`config.mk`:
```
export PLATFORM = sky130hd
export DESIGN_NAME = bcd_seg_scan
export DESIGN_NICKNAME = d
export VERILOG_FILES = /design/src/rtl/bcd_seg_scan.sv
export SDC_FILE = /design/constraint.sdc
export NUM_CORES = 1
export LEC_CHECK = 0
export ABC_AREA = 1
export ABC_CLOCK_PERIOD_IN_PS = 2550
export CAP_MARGIN = 20
export CORE_UTILIZATION = 55
export DETAILED_ROUTE_END_ITERATION = 10
export HOLD_SLACK_MARGIN = 0.05
export PLACE_DENSITY = 0.76
export SETUP_SLACK_MARGIN = 0.05
export SLEW_MARGIN = 15
export SYNTH_ARGS = -nofsm -noshare
export SYNTH_HDL_FRONTEND = slang
export SYNTH_SLANG_ARGS = --single-unit
export TNS_END_PERCENT = 5
```
`constraint.sdc`:
```
create_clock -name clk -period 2.55 [get_ports clk]
set_clock_uncertainty 0.1 [all_clocks]
set_input_delay 0.3825 -clock clk [delete_from_list [all_inputs] [get_ports clk]]
set_output_delay 0.3825 -clock clk [all_outputs]
set_load 0.03 [all_outputs]
```
`src/rtl/bcd_seg_scan.sv`:
```
// bcd_seg_scan: drives six multiplexed seven-segment digits from a packed BCD word.
// The word is captured into a shadow register. It is copied to the display register only at
// frame boundaries, so the digits shown never change in the middle of a scan frame.
// Each digit slot begins with BLANK_CYCLES clocks with every anode off, to stop ghosting.
// Optional feature: define LEADING_ZERO_BLANK_EN to suppress leading zeros.
module bcd_seg_scan #(
  parameter int SCAN_DIV     = 50000,
  parameter int BLANK_CYCLES = 500
) (
  input  logic        clk,
  input  logic        rst_n,
  input  logic [23:0] bcd_in,
  input  logic        load,
  input  logic [5:0]  dp_mask,
  output logic [7:0]  seg,
  output logic [5:0]  an,
  output logic        frame_tick
);

  localparam int              PW        = $clog2(SCAN_DIV);
  localparam logic [PW-1:0]   PRESC_MAX = PW'(SCAN_DIV - 1);

  logic [PW-1:0] presc;
  logic [2:0]    slot;
  logic [23:0]   shadow;
  logic [23:0]   display;
  logic          presc_wrap;
  logic          frame_wrap;
  logic          in_blank;
  logic          lz_blank;
  logic [3:0]    digit;
  logic          dp_on;
  logic [5:0]    an_sel;

  assign presc_wrap = (presc == PRESC_MAX);
  assign frame_wrap = presc_wrap && (slot == 3'd5);
  assign in_blank   = (int'(presc) < BLANK_CYCLES);

  function automatic logic [6:0] decode(input logic [3:0] d);
    case (d)
      4'd0:    decode = 7'h40;
      4'd1:    decode = 7'h79;
      4'd2:    decode = 7'h24;
      4'd3:    decode = 7'h30;
      4'd4:    decode = 7'h19;
      4'd5:    decode = 7'h12;
      4'd6:    decode = 7'h02;
      4'd7:    decode = 7'h78;
      4'd8:    decode = 7'h00;
      4'd9:    decode = 7'h10;
      default: decode = 7'h3F;  // dash: only segment g lit
    endcase
  endfunction

  // Prescaler counts clocks within a slot; slot index advances on each prescaler wrap.
  always_ff @(posedge clk or negedge rst_n) begin
    if (!rst_n) begin
      presc <= '0;
      slot  <= 3'd0;
    end else if (presc_wrap) begin
      presc <= '0;
      slot  <= (slot == 3'd5) ? 3'd0 : slot + 3'd1;
    end else begin
      presc <= presc + PW'(1);
    end
  end

  // Shadow register follows load; display register takes its new value only at the frame boundary.
  // A load in the boundary cycle itself goes straight into the display register.
  always_ff @(posedge clk or negedge rst_n) begin
    if (!rst_n) begin
      shadow     <= 24'h0;
      display    <= 24'h0;
      frame_tick <= 1'b0;
    end else begin
      if (load) shadow <= bcd_in;
      if (frame_wrap) display <= load ? bcd_in : shadow;
      frame_tick <= frame_wrap;
    end
  end

  // Select the digit, the decimal point and the anode pattern for the current slot.
  always_comb begin
    digit  = 4'h0;
    dp_on  = 1'b0;
    an_sel = 6'h3F;
    case (slot)
      3'd0: begin digit = display[3:0];   dp_on = dp_mask[0]; an_sel = 6'h3E; end
      3'd1: begin digit = display[7:4];   dp_on = dp_mask[1]; an_sel = 6'h3D; end
      3'd2: begin digit = display[11:8];  dp_on = dp_mask[2]; an_sel = 6'h3B; end
      3'd3: begin digit = display[15:12]; dp_on = dp_mask[3]; an_sel = 6'h37; end
      3'd4: begin digit = display[19:16]; dp_on = dp_mask[4]; an_sel = 6'h2F; end
      3'd5: begin digit = display[23:20]; dp_on = dp_mask[5]; an_sel = 6'h1F; end
      default: begin digit = 4'h0; dp_on = 1'b0; an_sel = 6'h3F; end
    endcase
  end

`ifdef LEADING_ZERO_BLANK_EN
  logic [5:0] zero_up;

  // zero_up[k] is set when digit k and every digit above it are zero. A lit dp keeps its digit on.
  always_comb begin
    zero_up    = 6'h00;
    zero_up[5] = (display[23:20] == 4'h0);
    for (int k = 4; k >= 0; k--) begin
      zero_up[k] = zero_up[k+1] && (display[4*k +: 4] == 4'h0);
    end
    lz_blank = 1'b0;
    case (slot)
      3'd1: lz_blank = zero_up[1] && !dp_on;
      3'd2: lz_blank = zero_up[2] && !dp_on;
      3'd3: lz_blank = zero_up[3] && !dp_on;
      3'd4: lz_blank = zero_up[4] && !dp_on;
      3'd5: lz_blank = zero_up[5] && !dp_on;
      default: lz_blank = 1'b0;
    endcase
  end
`else
  assign lz_blank = 1'b0;
`endif

  // Registered pin drivers: all off during slot blanking or for a suppressed leading zero.
  always_ff @(posedge clk or negedge rst_n) begin
    if (!rst_n) begin
      an  <= 6'h3F;
      seg <= 8'hFF;
    end else if (in_blank || lz_blank) begin
      an  <= 6'h3F;
      seg <= 8'hFF;
    end else begin
      an  <= an_sel;
      seg <= {~dp_on, decode(digit)};
    end
  end

endmodule

```
**Metal 3**

The bar under the picture is 20 um long. Cells faint in the background.
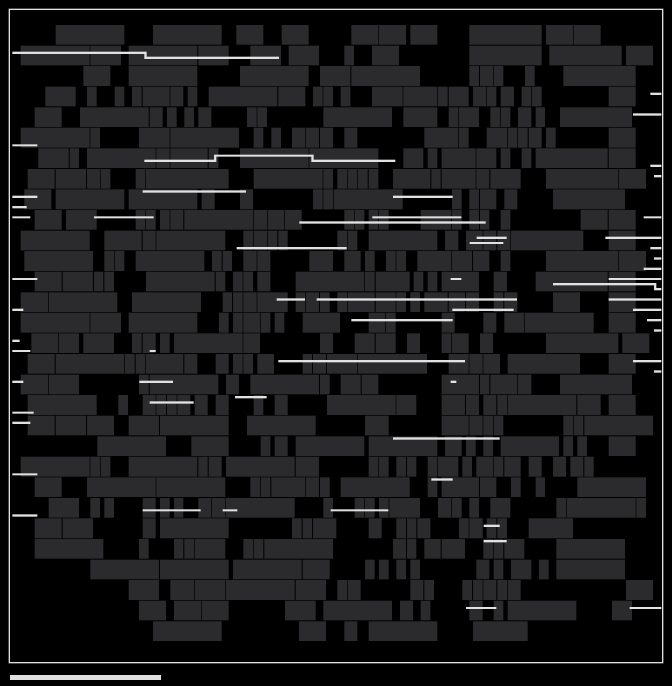
- main direction: horizontal
- longest straight run: 26.2 um
- share of all routed wire: 4.8%
- nets with wire on the layer: 49
Total Wirelength: 7820 um
global routing met3 resource utilization: 4.76%

**M1 wires**

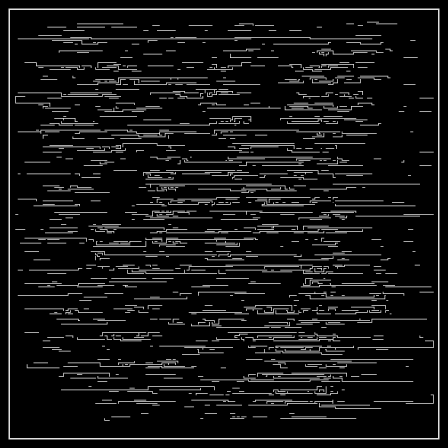
- share of all routed wire: 48%
- longest straight run: 32.2 um
- wire length on this layer: 3,720 um
via count of the routed design: 2,997
global-route track usage on met1: 33.7%

**The metal 2 layer**

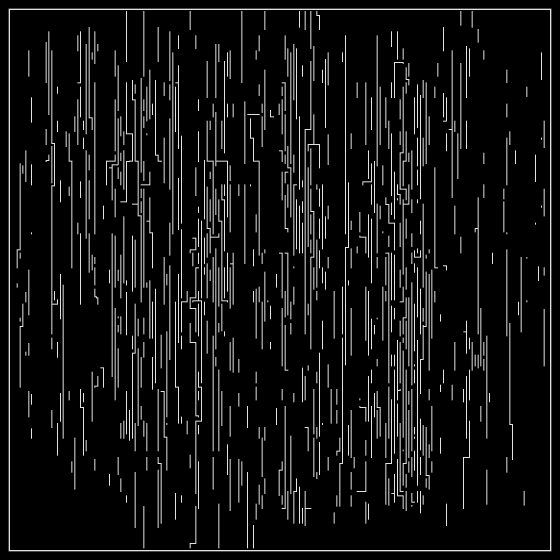
- nets with wire on the layer: 417
- wire length on this layer: 3,610 um
- longest straight run: 32.6 um
- share of all routed wire: 46%
- main direction: vertical
global-route track usage on met2: 36.4%

**Congestion heat map**

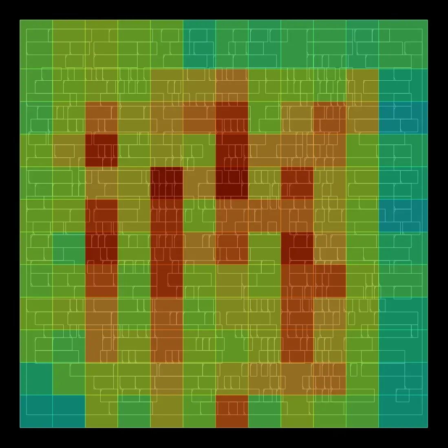
overall routing resource usage: 23.8%
global route hottest layer: met2
wire length per cell after detailed routing: 13.6 um
post-layout utilization of the core: 68.8%

==> notes.md <==
Flow results.

- The flow ran to the end, and the final reports show no timing, DRC or antenna violations.
- Between the synthesized netlist and the finished layout, the area growth was recorded as 20.4%.
- The share of total power in sequential cells is 55.0%.
- The number of inverters outside the clock class in the layout is 37.
- The number of clock sinks came to 82.
- 0 antenna diodes ended up in the layout.
- The initial antenna violation count was 0.
- The clock network power share is 39.3%.
- In the synthesized netlist, mux cells make up 6.92% of the area.
- According to the cell report, flip-flops and latches in the layout number 82.
- The cell seen most often among critical-path stages is sky130_fd_sc_hd__nand2_1.
- The clock root buffer master is sky130_fd_sc_hd__clkbuf_8.
- Setup repair after global routing left no endpoint under its margin.
- The element type at the critical path start is a flop.
- The initialized floorplan defines 30 standard-cell rows.
- The cell type group with the largest total delay on the critical path is simple AND/OR/NAND/NOR gates.
- The switching portion of total power is 23.2%.
- The via count of the first global-routing pass is 2,952.
- The sequential share of cell area is 44.0%.
- The highest signal layer in the routed design is met4.
- The net switching power figure is 0.568 mW.
- The first global-routing pass estimated 13,600 um of wire.
- Registers take 0.00207 sq mm.
- The combinational power is 0.140 mW.
- The per-instance average area after synthesis is 9.32 sq um.
- The adder-cell area share of the yosys netlist is 2.56%.
- The combinational power share is 5.7%.
- The routed design shows a via density per instance of 5.21.
- For reference, XOR and XNOR gates occupy 1.12% of the area reported after synthesis.
- The arrival time of data at the worst endpoint is listed as 2430 ps.
- The minimum clock period after layout is 2240 ps.
- The finished layout holds 575 standard cells, fillers aside.
- Per the post-route antenna check, the number of violating nets is 0.
- In the synthesized netlist the dominant register cell turns out to be sky130_fd_sc_hd__dfrtp_1.
- In this run the register-to-register setup slack is 310 ps.
- The footprint of the multi-input gates is 0.00162 sq mm.
- The number of setup buffers added after CTS is 0.
- TritonRoute reported its final design rule violation total as 0.
- The leakage power in the latest report is 1.96 nW.
No activity file was given, so power comes from the tool's default toggle rates.
